## src/rtl/i2c_scl_phase_gen.sv

```systemverilog
// -----------------------------------------------------------------------------
// i2c_scl_phase_gen
//
// I2C master-side SCL generator. Each SCL period is split into four quarters:
//   P0 (low)  -> P1 (low)  -> P2 (high) -> P3 (high)
// A one-cycle strobe marks the first cycle of each quarter:
//   fall_tick   : SCL pulled low (start of P0)
//   drive_tick  : mid-low point, data may change (start of P1)
//   rise_tick   : SCL released (start of P2)
//   sample_tick : mid-high point, data is sampled (start of P3)
// Every quarter lasts div_q+1 cycles. div_q is captured from div each time P0
// is entered, so a period never changes length part-way through.
// With STRETCH_EN=1, P2 first waits SYNC_STAGES settle cycles so that the
// synchronised bus SCL reflects the released line. It then holds its count
// while a slave keeps SCL low. If the hold reaches STRETCH_MAX cycles, the
// generator raises a sticky timeout and drops back to IDLE.
//
// Ports:
//   clk          in   system clock
//   rst          in   synchronous active-high reset
//   en           in   run request, looked at only when a period may start
//   div          in   [DIV_W] quarter-period length minus 1
//   scl_in       in   bus SCL (asynchronous)
//   clr_timeout  in   clears the timeout flag
//   scl_out      out  SCL drive level (0 = pull low, 1 = release)
//   phase        out  [2] current quarter 0..3 (3 while idle)
//   active       out  generator running
//   fall_tick    out  strobe, SCL went 1->0
//   drive_tick   out  strobe, mid-low point
//   rise_tick    out  strobe, SCL went 0->1
//   sample_tick  out  strobe, mid-high point
//   stretching   out  a slave held SCL low during the previous cycle of P2
//   timeout      out  sticky stretch-timeout flag
// -----------------------------------------------------------------------------
module i2c_scl_phase_gen #(
  parameter int DIV_W       = 16,
  parameter int SYNC_STAGES = 2,
  parameter int STRETCH_EN  = 1,
  parameter int TO_W        = 16,
  parameter int STRETCH_MAX = 1024
) (
  input  logic             clk,
  input  logic             rst,
  input  logic             en,
  input  logic [DIV_W-1:0] div,
  input  logic             scl_in,
  input  logic             clr_timeout,
  output logic             scl_out,
  output logic [1:0]       phase,
  output logic             active,
  output logic             fall_tick,
  output logic             drive_tick,
  output logic             rise_tick,
  output logic             sample_tick,
  output logic             stretching,
  output logic             timeout
);

  localparam int SET_W = $clog2(SYNC_STAGES + 1);

  localparam logic [DIV_W-1:0] CNT_ZERO     = DIV_W'(0);
  localparam logic [DIV_W-1:0] CNT_ONE      = DIV_W'(1);
  localparam logic [SET_W-1:0] SETTLE_ZERO  = SET_W'(0);
  localparam logic [SET_W-1:0] SETTLE_ONE   = SET_W'(1);
  localparam logic [SET_W-1:0] SETTLE_LAST  = SET_W'(SYNC_STAGES);
  localparam logic [TO_W-1:0]  STRETCH_ZERO = TO_W'(0);
  localparam logic [TO_W-1:0]  STRETCH_ONE  = TO_W'(1);
  localparam logic [TO_W-1:0]  STRETCH_LAST = TO_W'(STRETCH_MAX - 1);
  localparam bit               STRETCH_ON   = (STRETCH_EN != 0);

  typedef enum logic [2:0] {
    IDLE = 3'd0,
    P0   = 3'd1,
    P1   = 3'd2,
    P2   = 3'd3,
    P3   = 3'd4
  } state_t;

  state_t                 state_r;
  state_t                 state_s;
  logic [DIV_W-1:0]       cnt_r;
  logic [DIV_W-1:0]       cnt_s;
  logic [DIV_W-1:0]       div_q_r;
  logic [DIV_W-1:0]       div_q_s;
  logic [SET_W-1:0]       settle_r;
  logic [SET_W-1:0]       settle_s;
  logic [TO_W-1:0]        stretch_r;
  logic [TO_W-1:0]        stretch_s;
  logic [SYNC_STAGES-1:0] sync_r;

  logic       scl_sync_s;
  logic       cnt_done_s;
  logic       fall_s;
  logic       drive_s;
  logic       rise_s;
  logic       sample_s;
  logic       stretching_s;
  logic       timeout_s;
  logic       scl_out_s;
  logic       active_s;
  logic [1:0] phase_s;

  assign scl_sync_s = sync_r[SYNC_STAGES-1];
  assign cnt_done_s = (cnt_r == div_q_r);

  // scl_in synchroniser; idles high like a released bus
  always_ff @(posedge clk) begin
    if (rst) begin
      sync_r <= {SYNC_STAGES{1'b1}};
    end else begin
      sync_r <= {sync_r[SYNC_STAGES-2:0], scl_in};
    end
  end

  // next-state, counters and strobes
  always_comb begin
    state_s      = state_r;
    cnt_s        = cnt_r;
    div_q_s      = div_q_r;
    settle_s     = settle_r;
    stretch_s    = stretch_r;
    fall_s       = 1'b0;
    drive_s      = 1'b0;
    rise_s       = 1'b0;
    sample_s     = 1'b0;
    stretching_s = 1'b0;
    // a new timeout below overrides a simultaneous clear
    timeout_s    = timeout & ~clr_timeout;

    case (state_r)
      IDLE: begin
        if (en && !timeout) begin
          state_s = P0;
          cnt_s   = CNT_ZERO;
          div_q_s = div;
          fall_s  = 1'b1;
        end else begin
          state_s = IDLE;
        end
      end

      P0: begin
        if (cnt_done_s) begin
          state_s = P1;
          cnt_s   = CNT_ZERO;
          drive_s = 1'b1;
        end else begin
          cnt_s = cnt_r + CNT_ONE;
        end
      end

      P1: begin
        if (cnt_done_s) begin
          state_s   = P2;
          cnt_s     = CNT_ZERO;
          settle_s  = SETTLE_ZERO;
          stretch_s = STRETCH_ZERO;
          rise_s    = 1'b1;
        end else begin
          cnt_s = cnt_r + CNT_ONE;
        end
      end

      P2: begin
        if (STRETCH_ON && (settle_r != SETTLE_LAST)) begin
          // the synchroniser still holds samples from the low phase
          settle_s = settle_r + SETTLE_ONE;
        end else if (STRETCH_ON && !scl_sync_s) begin
          if (stretch_r == STRETCH_LAST) begin
            timeout_s = 1'b1;
            state_s   = IDLE;
            cnt_s     = CNT_ZERO;
            settle_s  = SETTLE_ZERO;
            stretch_s = STRETCH_ZERO;
          end else begin
            stretch_s    = stretch_r + STRETCH_ONE;
            stretching_s = 1'b1;
          end
        end else begin
          stretch_s = STRETCH_ZERO;
          if (cnt_done_s) begin
            state_s  = P3;
            cnt_s    = CNT_ZERO;
            settle_s = SETTLE_ZERO;
            sample_s = 1'b1;
          end else begin
            cnt_s = cnt_r + CNT_ONE;
          end
        end
      end

      P3: begin
        if (cnt_done_s) begin
          if (en && !timeout) begin
            state_s = P0;
            cnt_s   = CNT_ZERO;
            div_q_s = div;
            fall_s  = 1'b1;
          end else begin
            state_s = IDLE;
            cnt_s   = CNT_ZERO;
          end
        end else begin
          cnt_s = cnt_r + CNT_ONE;
        end
      end

      default: begin
        state_s   = IDLE;
        cnt_s     = CNT_ZERO;
        settle_s  = SETTLE_ZERO;
        stretch_s = STRETCH_ZERO;
      end
    endcase
  end

  // level outputs follow the state being entered so they register in step
  always_comb begin
    phase_s   = 2'd3;
    scl_out_s = 1'b1;
    active_s  = 1'b1;
    case (state_s)
      P0: begin
        phase_s   = 2'd0;
        scl_out_s = 1'b0;
      end
      P1: begin
        phase_s   = 2'd1;
        scl_out_s = 1'b0;
      end
      P2: begin
        phase_s = 2'd2;
      end
      P3: begin
        phase_s = 2'd3;
      end
      default: begin
        active_s = 1'b0;
      end
    endcase
  end

  // state, counters and registered outputs
  always_ff @(posedge clk) begin
    if (rst) begin
      state_r     <= IDLE;
      cnt_r       <= CNT_ZERO;
      div_q_r     <= CNT_ZERO;
      settle_r    <= SETTLE_ZERO;
      stretch_r   <= STRETCH_ZERO;
      scl_out     <= 1'b1;
      phase       <= 2'd3;
      active      <= 1'b0;
      fall_tick   <= 1'b0;
      drive_tick  <= 1'b0;
      rise_tick   <= 1'b0;
      sample_tick <= 1'b0;
      stretching  <= 1'b0;
      timeout     <= 1'b0;
    end else begin
      state_r     <= state_s;
      cnt_r       <= cnt_s;
      div_q_r     <= div_q_s;
      settle_r    <= settle_s;
      stretch_r   <= stretch_s;
      scl_out     <= scl_out_s;
      phase       <= phase_s;
      active      <= active_s;
      fall_tick   <= fall_s;
      drive_tick  <= drive_s;
      rise_tick   <= rise_s;
      sample_tick <= sample_s;
      stretching  <= stretching_s;
      timeout     <= timeout_s;
    end
  end

endmodule

```

## config.mk

```make
export PLATFORM = sky130hd
export DESIGN_NAME = i2c_scl_phase_gen
export DESIGN_NICKNAME = d
export VERILOG_FILES = /design/src/rtl/i2c_scl_phase_gen.sv
export SDC_FILE = /design/constraint.sdc
export NUM_CORES = 1
export LEC_CHECK = 0
export ABC_AREA = 1
export ABC_CLOCK_PERIOD_IN_PS = 1800
export CORE_MARGIN = 3
export CORE_UTILIZATION = 45
export CTS_CLUSTER_SIZE = 12
export DETAILED_ROUTE_END_ITERATION = 8
export PLACE_DENSITY = 0.67
export RECOVER_POWER = 100
export SLEW_MARGIN = 20
export SYNTH_ARGS = -nofsm -noshare
export SYNTH_HDL_FRONTEND = slang
export SYNTH_SLANG_ARGS = --single-unit
```

## constraint.sdc

```tcl
create_clock -name clk -period 1.8 [get_ports clk]
set_input_delay 0.36 -clock clk [delete_from_list [all_inputs] [get_ports clk]]
set_output_delay 0.36 -clock clk [all_outputs]
set_load 0.005 [all_outputs]
```

==> flow_summary_export.csv, run 1 <==
group,metric,value,unit
floorplan,fp.dieW,92.8,µm
layout,n_antenna_cell,0,
layout,layout.cells.most_common,"nand2_1",
clock_tree,clockBufferDepth,2,
flow_run,maxCapViolCount,0,
placed_design,hpwl,6.00,mm
placed_design,place_inst,691,
power_and_ir_drop,p_per_area,737,mW/mm²
power_and_ir_drop,seqPwrFrac,0.448,
sta,tns,-145,ps
synth,yosys.area.top_type,"dfxtp_1",
power_and_ir_drop,p_sw,0.000890,W
synth,synthCells,515,
route,drt-pass1-iter-count,4,
layout,combGateArea,0.00181,mm²
global_route,antenna_found_initial,0,
worst_setup_path,r2r-end,"stretch_r[4]",
sta,layout_worst_path_cycle_share,1.02,
global_route,overflow,0,
clock_tree,clkSlewWorstSetupHoldPaths,80,ps
global_route,grt_max_degree,37,
worst_setup_path,crit_arrival,2070,ps
placed_design,place_ws,-195,ps
power_and_ir_drop,p_int,0.00250,W
sta,finalHoldViolCount,0,
power_and_ir_drop,ir_worst_vdd,0.000494,V
clock_tree,cts-buffers-inserted,9,
global_route,grt_pass1_wl,14.4,mm
synth,top_cell_area_share,0.384,
worst_setup_path,critPathRequiredTime,2040,ps
clock_tree,cts-htree-levels,3,
run_status,violations,"setup timing",
synth,yosysWarnings,0,
sta,grt_setup_unrepaired,"yes",
worst_setup_path,crit_family,"simple AND/OR/NAND/NOR gates",
route,drtAntennaViolNets,0,
synth,ys_ff,65,
power_and_ir_drop,netSwitchingFraction,0.262,
layout,fillers,670,
clock_tree,cts_tree,"done",
flow_run,tool_warnings,28,
synth,async_reset_ff_frac,0,
route,drtIter0Drc,133,
global_route,grt_usage,0.207,
layout,instances_no_fill,710,
clock_tree,ctsHoldBuffers,0,
route,post_drt_wl_per_cell,11.7,µm
synth,synth.avg_cell_area,6.58,µm²
layout,area_growth,35.8,%
floorplan,core,0.00706,mm²
power_and_ir_drop,power_frac_comb,0.144,
floorplan,die_h,92.8,µm
synth,syn-num-nets,538,
synth,synthesis.area,0.00339,mm²
synth,ys_cells,515,
synth,yosys.cell_types.count,35,
sta,fin_skew,7.36,ps
worst_setup_path,cp_max_fo,6,
worst_setup_path,critPathBufInv,3,
sta,final.setup.worst_slack,-31.7,ps
synth,ys_seq_frac,0.384,
run_status,outcome,"complete, but fails checks",
placed_design,place_congestion,0.905,
layout,seqCellArea,0.00131,mm²
worst_setup_path,crit_path_start_kind,"flip-flop",
layout,layout_top_cells,"127 x nand2_1, 75 x inv_1, 65 x nor2_1",
worst_hold_path,min_path_type,"flip-flop to flip-flop",
worst_hold_path,whs_path_depth,1,
worst_setup_path,startpoint,"stretch_r[1]",
layout,drive_above_1_share,0.213,
worst_setup_path,cp_slowest_stage_delay,360,ps
sta,slew_headroom,0.713,
layout,nets,632,
worst_setup_path,crit_chain,"ha_4 > nand2_4 > nor2_4 > nand2_2 > nor2_4 > nand2_2 > o21ai_4 > inv_1 > buf_6 > o21ai_4 > inv_2 > o21ai_0 > nor2_1",
worst_setup_path,reg2reg_depth,13,
synth,area_leaders,"dfxtp_1 38%, nand2_1 14%, inv_1 8.3%",
floorplan,fp_util,0.480,
worst_hold_path,worstHoldEndpoint,"sync_r[1]",
clock_tree,cts-root-buf,"clkbuf_8",
worst_setup_path,r2r-start,"stretch_r[1]",
worst_setup_path,slowest_stage,"dfxtp_2",
synth,synth_chip_area,0.00339,mm²
power_and_ir_drop,p_leak,1.99,nW
route,vias_per_cell,4.85,
global_route,grt_pass1_vias,3338,
sta,worst_slew_pin_slew,427,ps
worst_hold_path,hold_path.startpoint,"sync_r[0]",
sta,period_minus_slack,1830,ps
floorplan,die_area,0.00860,mm²
sta,fmax,546,MHz
synth,edf_count,0,
sta,slew_violations,0,
power_and_ir_drop,clkPwrFrac,0.408,
worst_setup_path,path_class,"flip-flop to flip-flop",
sta,setup_violations,11,
==> run 1: power groups by stage <==
stage	logic [W]	clock network, W	registers [W]
after CTS	0.000480	0.00142	0.00152
after global routing	0.000538	0.00150	0.00153
after global placement	0.000448	0	0.00155
after detailed placement	0.000456	0	0.00155
final	0.000487	0.00139	0.00152
after floorplan	0.000248	0	0.00155
==> run 1: synthesized netlist by cell type, types with 2 or more instances <==
cell type,n
a21oi_1,21
nand3_1,30
clkbuf_1,7
nand2_1,128
xor2_1,7
and3_1,2
buf_2,5
dfxtp_1,65
nor4_1,4
o21ai_2,3
nor2_2,2
a211oi_1,20
nor3b_1,2
nor2_4,2
o21ai_0,16
inv_2,5
inv_1,75
ha_1,2
nand2_2,7
nor2_1,73
nor3_1,19
nand4_1,4
or2_2,4
==> run 1: through the flow <==
stage / total power (W) / area [µm²] / hold WS [ps] / utilization
floorplan: 0.00180 / 3410 / 389 / -
global placement: 0.00200 / 4280 / 395 / 0.606
detailed placement: 0.00201 / 4280 / 400 / 0.606
CTS: 0.00342 / 4560 / 427 / 0.647
global route: 0.00356 / 4600 / 447 / 0.652
finish: 0.00339 / 4600 / 423 / 0.652
==> run 1: worst reg2reg max path: stages (launching register included) <==
cell and delay [ps]:
dfxtp_2 360, ha_4 150, nand2_4 50, nor2_4 110, nand2_2 80, nor2_4 90
nand2_2 80, o21ai_4 170, inv_1 100, buf_6 130, o21ai_4 160, inv_2 90
o21ai_0 90, nor2_1 50
==> run 1: worst max-delay path by stage <==
stage                    to  slack (ps)  cells past startpoint
3_3_place_gp       cnt_r[3]        -130                     11
3_5_place_dp      cnt_r[10]        -190                     11
6_report       stretch_r[4]         -30                     13
4_1_cts           cnt_r[10]         -30                     13
5_1_grt            cnt_r[4]        -190                     13
2_1_floorplan     cnt_r[12]          50                     14
==> run 1: area by class of cell <==
cell class              count  share of cell area
repair buffers             97               0.183
flip-flops and latches     65               0.284
clock buffers               9              0.0269
well taps                  96              0.0261
clock inverters             7              0.0207
inverters                  81              0.0664
multi-input cells         355               0.393
==> run 1: registers in the layout (all words and copies together), names as in the netlist <==
name	cells
active	1
cnt_r	16
div_q_r	16
drive_tick	1
fall_tick	1
phase	2
rise_tick	1
sample_tick	1
scl_out	1
settle_r	2
state_r	3
stretch_r	16
stretching	1
sync_r	2
timeout	1
==> run 1: per-layer routing <==
metal | vias up | global-route usage | routed length [µm]
met1 | 1554 | 0.248 | 3940
met5 | - | 0 | 0
met3 | 12 | 0.0642 | 410
met2 | 61 | 0.351 | 3870
met4 | 0 | 0.0684 | 115
li1 | 1815 | - | -
==> run 1: cell families after synthesis <==
kind of cell               after synthesis  synth area share
adders and majority gates                2           0.00739
AOI/OAI and AO/OA                       64             0.117
DFF                                     65             0.384
xor gates and xnor gates                 7            0.0181
and+or+nand+nor                        282             0.362
buffers and inverters                   95             0.111
==> run 1: what timing repair did <==
item / in CTS / in global routing
buffers inserted: 3 / 0
gates resized: 13 / 18
pin swaps: 2 / 1
setup endpoints to repair: 49 / 50
Figure 1. I/O nets highlighted (run 1).
Drawn at 4 px/µm.
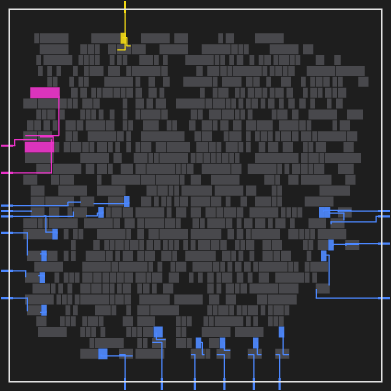
Key: en = yellow [direction input, edge top, end cells 1, wire 15.6 µm]; phase = magenta [direction output, edge left, end cells 2, wire 49.0 µm]; div = blue [direction input, edge 6 left, 6 bottom, 4 right, end cells 16, wire 248 µm]
PortBufs: 30
I/O pin total: 31

Figure 2. Clock nets (run 1).
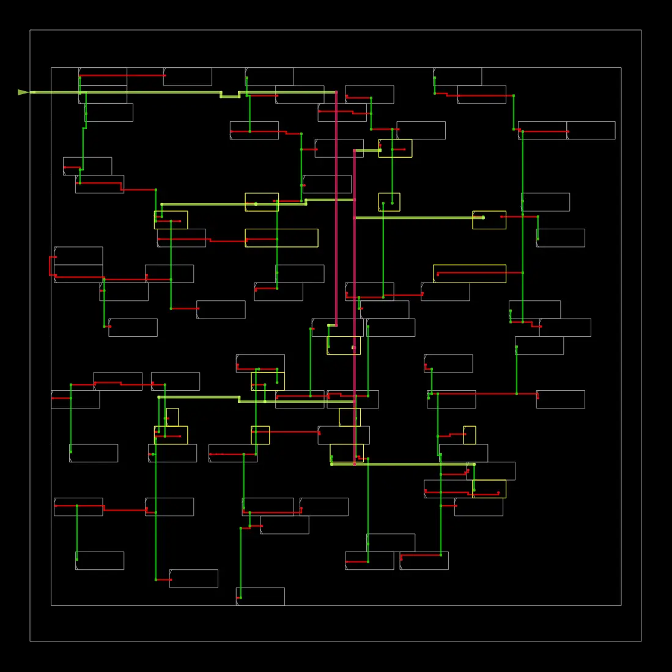
CTS sink count: 65
Worst-Skew Late Latency: 350 ps

Figure 3. M2 wires (run 1).
Drawn at 4 px/µm.
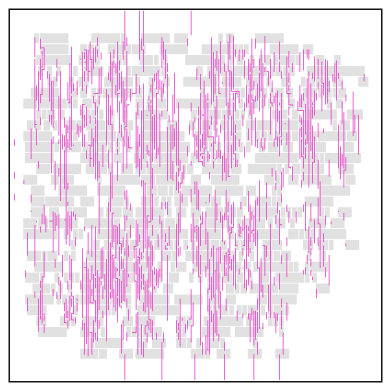
509 nets have wire on it. The wires run mostly vertical.
WL final: 8.33 mm
met2 usage in global routing: 0.351

Figure 4. Signal wires by layer (run 1).
Drawn at 6 px/µm. Only two layers are drawn.
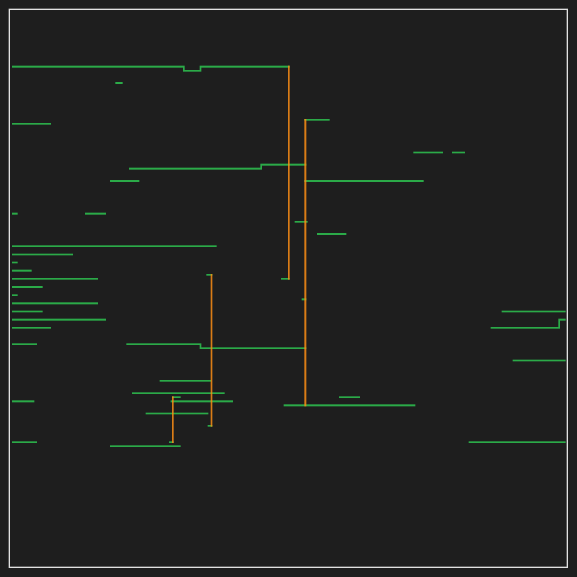

==> run 2: changes to the inputs <==
- PLACE_DENSITY: 0.67 -> unset
- PLACE_DENSITY_LB_ADDON: unset -> 0.15
Figure 5. Signal wires by layer (run 2).
Drawn at 6 px/µm. Only two layers are drawn.
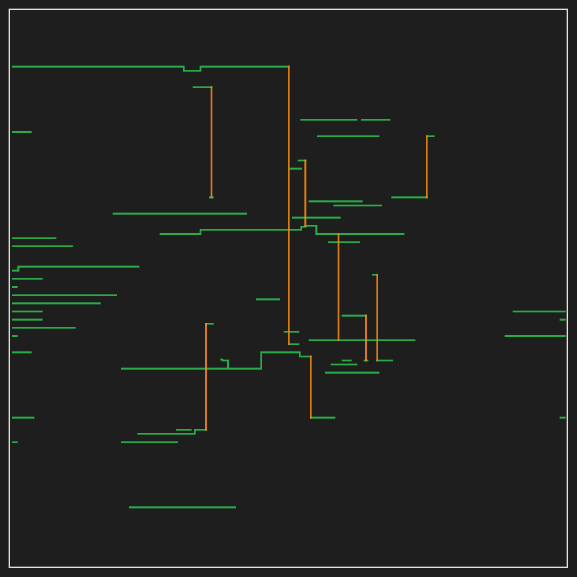
Key: metal 4 = orange [wire length 153 µm]; metal 3 = green [wire length 436 µm]
gr usage total: 0.206
WL/cell: 12.6 µm

Figure 6. I/O nets highlighted (run 2).
Drawn at 4 px/µm.
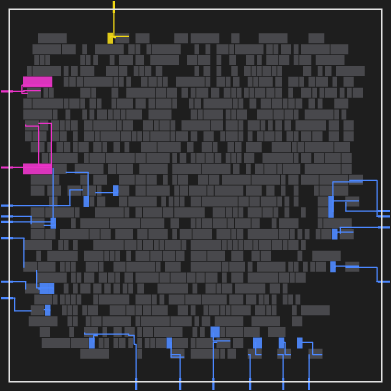
Key: en = yellow [direction input, edge top, end cells 1, wire 12.2 µm]; div = blue [direction input, edge 6 left, 6 bottom, 4 right, end cells 16, wire 290 µm]; phase = magenta [direction output, edge left, end cells 2, wire 58.9 µm]

==> run 2 against run 1 <==
Effect of this change:
- the run still ends with setup timing left
- clock skew up 1.0 ps
- worst setup slack worse by 63 ps
- synthesized area unchanged
- largest cell class unchanged
- sequential power about the same
- non-clock buffer count up 16
- die area unchanged
- first-iteration DRC count up 23%
- core utilization up 6.7 points
- critical path depth up 1
- sequential cell count unchanged
==> flow_summary_export.csv, run 2 <==
group,metric,value,unit
sta,fmax,528,MHz
clock_tree,cts-buffers-inserted,9,
route,drtIter0Drc,163,
route,drtAntennaViolNets,0,
worst_setup_path,cp_max_fo,6,
synth,ys_seq_frac,0.384,
worst_setup_path,crit_chain,"ha_4 > nand2_4 > nor2_4 > nand2_2 > nor2_4 > nand2_2 > o21ai_4 > nand2_4 > clkinv_4 > buf_6 > nand3_2 > nand2_1 > nand2_1 > a21oi_1",
worst_setup_path,r2r_slack,-100,ps
clock_tree,ctsHoldBuffers,0,
synth,yosysWarnings,0,
clock_tree,cts-root-buf,"clkbuf_8",
synth,synth_chip_area,0.00339,mm²
placed_design,numPortBuffers,30,
floorplan,core,0.00706,mm²
clock_tree,clockBufferDepth,2,
layout,design_area,0.00507,mm²
worst_setup_path,crit_path_start_kind,"flip-flop",
worst_setup_path,crit_family,"simple AND/OR/NAND/NOR gates",
sta,setup_violations,20,
synth,synthesis.area,0.00339,mm²
sta,fin_skew,8.39,ps
layout,post-route-util,0.719,
synth,yosys-top-cells-count,"128 x nand2_1, 75 x inv_1, 73 x nor2_1",
floorplan,io_pins,31,
worst_setup_path,reg2reg_depth,14,
worst_hold_path,whs_path_depth,1,
power_and_ir_drop,p_per_area,644,mW/mm²
sta,worst_slew_pin_slew,544,ps
floorplan,die_h,92.8,µm
floorplan,fp_util,0.480,
sta,slew_headroom,0.634,
floorplan,die_area,0.00860,mm²
synth,top_cell_area_share,0.384,
clock_tree,cts-htree-levels,3,
layout,reg.largest.list,"cnt_r (16), div_q_r (16), stretch_r (16)",
route,vias_per_cell,4.98,
synth,edf_count,0,
global_route,grt_pass1_vias,3338,
synth,yosys.area.top_type,"dfxtp_1",
synth,yosys.cell_types.count,35,
route,dr_total_vias,3618,
sta,final.setup.worst_slack,-95.2,ps
worst_setup_path,slowest_stage,"dfxtp_2",
layout,area_growth,49.7,%
layout,n_antenna_cell,0,
global_route,antenna_found_initial,0,
worst_setup_path,r2r-end,"cnt_r[14]",
clock_tree,cts_tree,"done",
synth,ys_ff,65,
synth,top_cell,"nand2_1",
global_route,grt_max_degree,37,
synth,syn-num-nets,538,
placed_design,place_congestion,0.901,
clock_tree,cts_sinks,65,
synth,synth.avg_cell_area,6.58,µm²
worst_hold_path,min_path_type,"flip-flop to flip-flop",
synth,ys_cells,515,
route,wirelength,9.18,mm
global_route,grt_pass1_wl,14.4,mm
layout,layout.cells.most_common,"nand2_1",
sta,slew_violations,0,
flow_run,tool_warnings,28,
floorplan,fp-row-count,30,
worst_setup_path,r2r-start,"stretch_r[1]",
run_status,outcome,"complete, but fails checks",
layout,layout_top_cells,"108 x nand2_1, 69 x buf_4, 67 x inv_1",
worst_setup_path,critPathBufInv,2,
synth,synthCells,515,
worst_hold_path,hold_path.startpoint,"sync_r[0]",
layout,nets,648,
worst_setup_path,cp-end-kind,"flip-flop",
layout,drive_above_1_share,0.356,
sta,finalHoldViolCount,0,
worst_setup_path,cp_slowest_stage_delay,360,ps
synth,area_leaders,"dfxtp_1 38%, nand2_1 14%, inv_1 8.3%",
flow_run,maxCapViolCount,0,
worst_hold_path,worstHoldEndpoint,"sync_r[1]",
clock_tree,clk_latency,350,ps
route,drcViolationCount,0,
power_and_ir_drop,ir_worst_vdd,0.000465,V
sta,grt_setup_unrepaired,"yes",
worst_setup_path,critPathRequiredTime,2080,ps
global_route,overflow,0,
sta,period_minus_slack,1900,ps
synth,async_reset_ff_frac,0,
worst_setup_path,crit_arrival,2170,ps
route,drt-pass1-iter-count,5,
run_status,violations,"setup timing",
floorplan,fp.dieW,92.8,µm
power_and_ir_drop,p_leak,2.10,nW
worst_setup_path,path_class,"flip-flop to flip-flop",
placed_design,hpwl,5.95,mm
synth,ff_type,"dfxtp_1",
placed_design,postPlaceCellArea,0.00431,mm²
clock_tree,clkSlewWorstSetupHoldPaths,80,ps
sta,layout_worst_path_cycle_share,1.05,
==> run 2: how the worst max path moves through the flow <==
stage / end / startpoint / cells after the start / slack (ps)
finish: cnt_r[14] / stretch_r[1] / 14 / -100
global route: cnt_r[14] / stretch_r[1] / 14 / -180
CTS: stretch_r[4] / stretch_r[1] / 13 / -30
detailed placement: cnt_r[3] / en / 11 / -170
global placement: cnt_r[3] / en / 11 / -140
floorplan: cnt_r[12] / stretch_r[0] / 14 / 50
==> run 2: cell type report <==
cell class | instances | area, µm²
multi-input combinational | 355 | 2120
sequential | 65 | 1320
timing repair buffer | 113 | 1010
clock buffer | 10 | 138
fill | 591 | 1990
clock inverter | 6 | 43.8
inverter | 81 | 319
tap | 96 | 120
==> run 2: cell families (layout without fill, tap and decap cells) <==
kind of cell,count (synthesis),after routing,synth area share
buffers and inverters,95,210,0.111
xor gates and xnor gates,7,7,0.0181
DFF,65,65,0.384
adders and majority gates,2,2,0.00739
and+or+nand+nor,282,282,0.362
AOI/OAI and AO/OA,64,64,0.117
==> run 2: timing repair <==
action | 4_1_cts | 5_1_grt
endpoints found under the setup margin | 37 | 55
pin swaps | 5 | 23
buffers inserted | 6 | 7
cloned | 0 | 1
gates resized | 20 | 125
==> run 2: through the flow <==
step / total power (W) / hold WS [ps] / setup WS, ps / instances / setup TNS [ps]
floorplan: 0.00180 / 389 / 47.0 / 515 / 0
global placement: 0.00200 / 398 / -143 / 696 / -3070
detailed placement: 0.00201 / 419 / -172 / 696 / -3860
CTS: 0.00317 / 437 / -27.2 / 718 / -112
global route: 0.00343 / 457 / -176 / 726 / -3460
finish: 0.00327 / 427 / -95.2 / 726 / -866
==> run 2: per-layer routing <==
| metal | track usage | routed length (µm) | vias up |
|---|---|---|---|
| met3 | 0.0674 | 435 | 18 |
| met4 | 0.0672 | 153 | 0 |
| met2 | 0.330 | 4470 | 75 |
| met1 | 0.261 | 4120 | 1671 |
| li1 | - | - | 1854 |
| met5 | 0 | 0 | - |
==> run 2: report_power, final <==
| group | internal (W) | total, W | switching (W) |
|---|---|---|---|
| logic | 0.000280 | 0.000593 | 0.000313 |
| registers | 0.00149 | 0.00152 | 0.0000287 |
| clock network | 0.000536 | 0.00115 | 0.000616 |
| total | 0.00231 | 0.00327 | 0.000957 |
No activity file was given, so power comes from the tool's default toggle rates.
